--- src/rtl/scan_sequencer_if.sv ---
// Coordinate stream between the scan sequencer and its consumer.
// The sequencer drives the valid/ready beat; the consumer drives ready.
interface scan_sequencer_if #(
   parameter int unsigned XBITS = 8,
   parameter int unsigned YBITS = 8
);
   logic             out_valid;
   logic             out_ready;
   logic             out_last;
   logic [XBITS-1:0] out_x;
   logic [YBITS-1:0] out_y;

   modport master (
      output out_valid,
      output out_x,
      output out_y,
      output out_last,
      input  out_ready
   );

   modport slave (
      input  out_valid,
      input  out_x,
      input  out_y,
      input  out_last,
      output out_ready
   );
endinterface

--- src/rtl/scan_sequencer.sv ---
// Row-major rectangular scan generator: emits (x,y) beats over latched inclusive bounds.
// Optional macro SCAN_ABORT_EN adds an abort input that drops a running scan back to IDLE.
module scan_sequencer #(
   parameter int unsigned XBITS = 8,
   parameter int unsigned YBITS = 8
) (
   input  logic             clk,
   input  logic             reset,
   input  logic             start,
   input  logic [XBITS-1:0] x_min,
   input  logic [XBITS-1:0] x_max,
   input  logic [YBITS-1:0] y_min,
   input  logic [YBITS-1:0] y_max,
`ifdef SCAN_ABORT_EN
   input  logic             abort,
`endif
   output logic             busy,
   output logic             done,
   output logic             err,
   scan_sequencer_if.master coord
);

   typedef enum logic [1:0] {
      S_IDLE = 2'd0,
      S_SCAN = 2'd1,
      S_DONE = 2'd2
   } state_t;

   state_t           state_q;
   state_t           state_d;
   logic [XBITS-1:0] x_q;
   logic [YBITS-1:0] y_q;
   logic [XBITS-1:0] xmin_q;
   logic [XBITS-1:0] xmax_q;
   logic [YBITS-1:0] ymin_q;
   logic [YBITS-1:0] ymax_q;
   logic             err_q;

   logic             abort_c;
   logic             bounds_ok_c;
   logic             x_end_c;
   logic             y_end_c;
   logic             xfer_c;

`ifdef SCAN_ABORT_EN
   assign abort_c = abort;
`else
   assign abort_c = 1'b0;
`endif

   // Compare before increment so all-ones bounds terminate without wrapping
   assign bounds_ok_c = (x_min <= x_max) && (y_min <= y_max);
   assign x_end_c     = (x_q == xmax_q);
   assign y_end_c     = (y_q == ymax_q);
   assign xfer_c      = (state_q == S_SCAN) && coord.out_ready;

   // State register
   always_ff @(posedge clk) begin
      if (!reset) begin
         state_q <= S_IDLE;
      end else begin
         state_q <= state_d;
      end
   end

   // Next-state logic
   always_comb begin
      state_d = state_q;
      case (state_q)
         S_IDLE: begin
            if (start && bounds_ok_c) begin
               state_d = S_SCAN;
            end
         end
         S_SCAN: begin
            if (abort_c) begin
               state_d = S_IDLE;
            end else if (xfer_c && x_end_c && y_end_c) begin
               state_d = S_DONE;
            end
         end
         S_DONE: begin
            state_d = S_IDLE;
         end
         default: begin
            state_d = S_IDLE;
         end
      endcase
   end

   // Bound latch, coordinate walk and reject pulse
   always_ff @(posedge clk) begin
      if (!reset) begin
         x_q    <= '0;
         y_q    <= '0;
         xmin_q <= '0;
         xmax_q <= '0;
         ymin_q <= '0;
         ymax_q <= '0;
         err_q  <= 1'b0;
      end else begin
         err_q <= 1'b0;
         case (state_q)
            S_IDLE: begin
               if (start) begin
                  xmin_q <= x_min;
                  xmax_q <= x_max;
                  ymin_q <= y_min;
                  ymax_q <= y_max;
                  x_q    <= x_min;
                  y_q    <= y_min;
                  err_q  <= !bounds_ok_c;
               end
            end
            S_SCAN: begin
               if (xfer_c) begin
                  if (!x_end_c) begin
                     x_q <= x_q + XBITS'(1);
                  end else if (!y_end_c) begin
                     x_q <= xmin_q;
                     y_q <= y_q + YBITS'(1);
                  end
               end
            end
            default: begin
            end
         endcase
      end
   end

   // Moore outputs decoded from registered state
   always_comb begin
      coord.out_valid = 1'b0;
      coord.out_last  = 1'b0;
      coord.out_x     = x_q;
      coord.out_y     = y_q;
      busy            = 1'b0;
      done            = 1'b0;
      err             = err_q;
      case (state_q)
         S_SCAN: begin
            coord.out_valid = 1'b1;
            coord.out_last  = x_end_c && y_end_c;
            busy            = 1'b1;
         end
         S_DONE: begin
            done = 1'b1;
         end
         default: begin
         end
      endcase
   end

endmodule
--- src/flat_wrapper.sv ---
// flat-port wrapper written by rule: the top's interface ports become plain ports
module scan_sequencer_flat 
#(
   parameter int unsigned XBITS = 8,
   parameter int unsigned YBITS = 8
)
  (clk, reset, start, x_min, x_max, y_min, y_max, busy, done, err, coord_out_valid, coord_out_x, coord_out_y, coord_out_last, coord_out_ready);
  scan_sequencer_if #(.XBITS(XBITS), .YBITS(YBITS)) coord_i ();
  input  logic clk;
  input  logic reset;
  input  logic start;
  input  logic [XBITS-1:0] x_min;
  input  logic [XBITS-1:0] x_max;
  input  logic [YBITS-1:0] y_min;
  input  logic [YBITS-1:0] y_max;
  output logic busy;
  output logic done;
  output logic err;
  output wire logic [$bits(coord_i.out_valid)-1:0] coord_out_valid;
  output wire logic [$bits(coord_i.out_x)-1:0] coord_out_x;
  output wire logic [$bits(coord_i.out_y)-1:0] coord_out_y;
  output wire logic [$bits(coord_i.out_last)-1:0] coord_out_last;
  input wire logic [$bits(coord_i.out_ready)-1:0] coord_out_ready;
  assign coord_out_valid = coord_i.out_valid;
  assign coord_out_x = coord_i.out_x;
  assign coord_out_y = coord_i.out_y;
  assign coord_out_last = coord_i.out_last;
  assign coord_i.out_ready = coord_out_ready;
  scan_sequencer #(.XBITS(XBITS), .YBITS(YBITS)) u_core (.clk(clk), .reset(reset), .start(start), .x_min(x_min), .x_max(x_max), .y_min(y_min), .y_max(y_max), .busy(busy), .done(done), .err(err), .coord(coord_i));
endmodule
--- config.mk ---
export PLATFORM = sky130hd
export DESIGN_NAME = scan_sequencer_flat
export DESIGN_NICKNAME = d
export VERILOG_FILES = /design/src/rtl/scan_sequencer_if.sv /design/src/rtl/scan_sequencer.sv /design/src/flat_wrapper.sv
export SDC_FILE = /design/constraint.sdc
export NUM_CORES = 1
export LEC_CHECK = 0
export ABC_AREA = 1
export CAP_MARGIN = 10
export CORE_ASPECT_RATIO = 0.7
export CORE_MARGIN = 2
export CORE_UTILIZATION = 40
export CTS_BUF_LIST = sky130_fd_sc_hd__clkbuf_8 sky130_fd_sc_hd__clkbuf_16
export CTS_CLUSTER_SIZE = 28
export DETAILED_ROUTE_END_ITERATION = 10
export PLACE_DENSITY = 0.74
export SYNTH_ARGS = -nofsm -noshare
export SYNTH_HDL_FRONTEND = slang
export SYNTH_SLANG_ARGS = --single-unit
--- constraint.sdc ---
create_clock -name clk -period 2.13 [get_ports clk]
set_input_delay 0.426 -clock clk [delete_from_list [all_inputs] [get_ports clk]]
set_output_delay 0.426 -clock clk [all_outputs]
set_load 0.1 [all_outputs]
==> metrics.log <==
[flow] summary of implementation run
INFO  metric reg2reg_depth = 10
INFO  metric crit_cells = 9
INFO  metric cts_tree = built
INFO  metric start_kind = register
INFO  metric critical_path.max_fanout = 5
INFO  metric drv.max_cap_violation_count = 0
INFO  metric grt.met1_usage = 28.65%
INFO  metric synth.cellmix.adderShare = 7.836%
INFO  metric die_area = 7890 um2
INFO  metric slowest_delay = 0.37 ns
INFO  metric ys_top_logic_family = simple AND/OR/NAND/NOR gates
INFO  metric num_io_pins = 57
INFO  metric slew_viol_final = 0
INFO  metric grt_antenna_before_repair = 0
INFO  metric leading_post_synthesis_cells_by_instance_count = sky130_fd_sc_hd__nand2_1 (133), sky130_fd_sc_hd__nor2_1 (60), sky130_fd_sc_hd__inv_1 (59)
INFO  metric setup.worst_path.class = reg2out
INFO  metric max-slew-margin-rel = 73.98%
INFO  metric critical-path-top-delay-family = simple AND/OR/NAND/NOR gates
INFO  metric final_nets = 572
INFO  metric postRouteAntennaNets = 0
INFO  metric yosys_aoi_share = 12.02%
INFO  metric vdd.ir_drop.worst = 0.4017 mV
INFO  metric top_usage_layer = met2
INFO  metric whs_path_depth = 2
INFO  metric power.share.sequential = 35.0%
INFO  metric cts_setup_buffers = 0
INFO  metric synth-seq-area-share = 29.95%
INFO  metric grt_max_degree = 42
INFO  metric worst-r2r-setup-slack = 0.29 ns
INFO  metric wirelength_met1 = 3.954 mm
INFO  metric run_status = complete, no violations
INFO  metric layout-drive-gt1-share = 14.84%
INFO  metric clk_latency = 0.31 ns
INFO  metric arrival = 1.60 ns
INFO  metric post-synth-top-area-fraction = 29.95%
INFO  metric htree_num_levels = 2
INFO  metric worst_setup_path_endpoint = coord_out_last
INFO  metric cts-buffers-inserted = 5
stage by stage:
stage | area, um2 | util (%) | setup WS (ns) | std cells | total power, mW
finish | 3709 | 54.14 | 0.1033 | 613 | 2.808
global route | 3709 | 54.14 | 0.006712 | 613 | 2.967
CTS | 3686 | 53.81 | 0.01155 | 611 | 2.819
detailed placement | 3566 | 52.05 | 0.01012 | 603 | 2.126
global placement | 3566 | 52.05 | 0.05887 | 603 | 2.109
floorplan | 2910 | - | -0.05274 | 458 | 1.823
area by class of cell:
| class | count | area [um2] | area share (%) |
|---|---|---|---|
| multi-input cells | 337 | 1689 | 45.55 |
| flip-flops and latches | 43 | 893.4 | 24.09 |
| repair buffers | 68 | 648.1 | 17.48 |
| inverters | 63 | 242.7 | 6.545 |
| well taps | 94 | 117.6 | 3.171 |
| clock buffers | 6 | 82.58 | 2.227 |
| clock inverters | 2 | 35.03 | 0.9447 |
worst register-to-register path, stage by stage (launching register included):
cell,delay (ns)
sky130_fd_sc_hd__dfxtp_1,0.32
sky130_fd_sc_hd__inv_1,0.06
sky130_fd_sc_hd__nand2_1,0.11
sky130_fd_sc_hd__buf_4,0.19
sky130_fd_sc_hd__inv_2,0.24
sky130_fd_sc_hd__nand2_1,0.10
sky130_fd_sc_hd__nand2_1,0.27
sky130_fd_sc_hd__nand3_4,0.22
sky130_fd_sc_hd__nand2_1,0.11
sky130_fd_sc_hd__nand2_1,0.05
sky130_fd_sc_hd__nor2_1,0.10
logic make-up (layout without fill, tap and decap cells):
group                    after synthesis  in the layout
adder cells (fa/ha/maj)               18             18
buffers and inverters                 78            139
AND-OR/OR-AND                         68             68
XOR/XNOR                               9              9
flip-flops                            43             43
AND/OR/NAND/NOR                      242            242
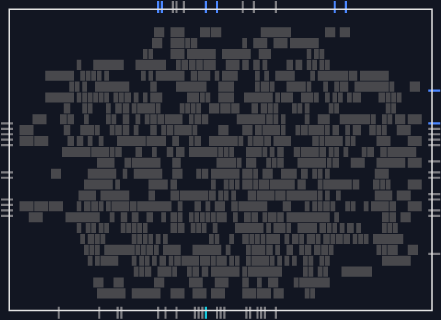
Fig. 1. Pin placement.
Scale: 4 px per um. Pins as bars across the die edge, other pins in grey.
colour	port	pins	direction	edge
cyan	start	1	input	bottom
blue	coord_out_x	8	output	6 top, 2 right
all pins by edge	20 bottom, 14 right, 12 top, 11 left

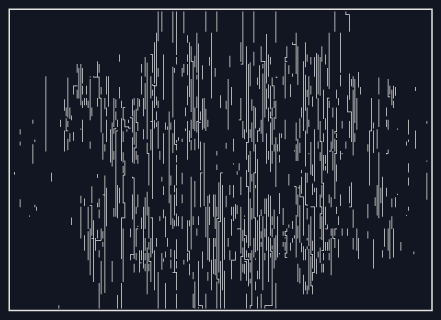
Fig. 2. The metal 2 layer.
Scale: 4 px per um.
nets with wire on the layer	442
main direction	vertical
GR met2 Demand/Resource: 31.11%
total via count after detailed routing: 2942
final routed wirelength across all metal layers: 7.639 mm

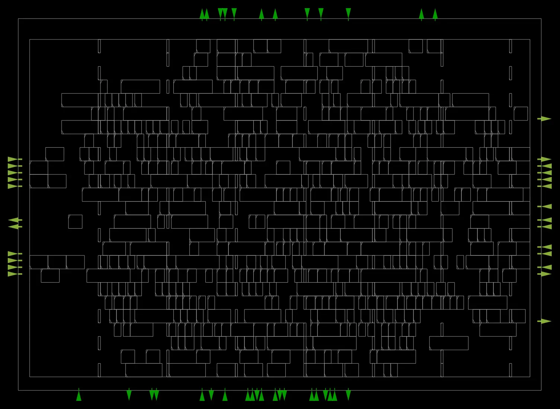
Fig. 3. Cell placement.
number of inserted filler cells in the final layout: 686
final std cells w/o fill: 613
Core Area: 6850 um2
count of standard-cell rows: 25

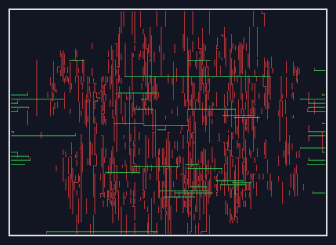
Fig. 4. Routed metal, one colour a layer.
Scale: 3 px per um. Two of the layers only.
colour	layer	wire length
green	M3	430 um
red	M2	3190 um
overall routing resource usage: 20.11%
wire length per cell after detailed routing: 12.46 um

Power figures rest on the tool's default switching activity, not on a simulated workload.
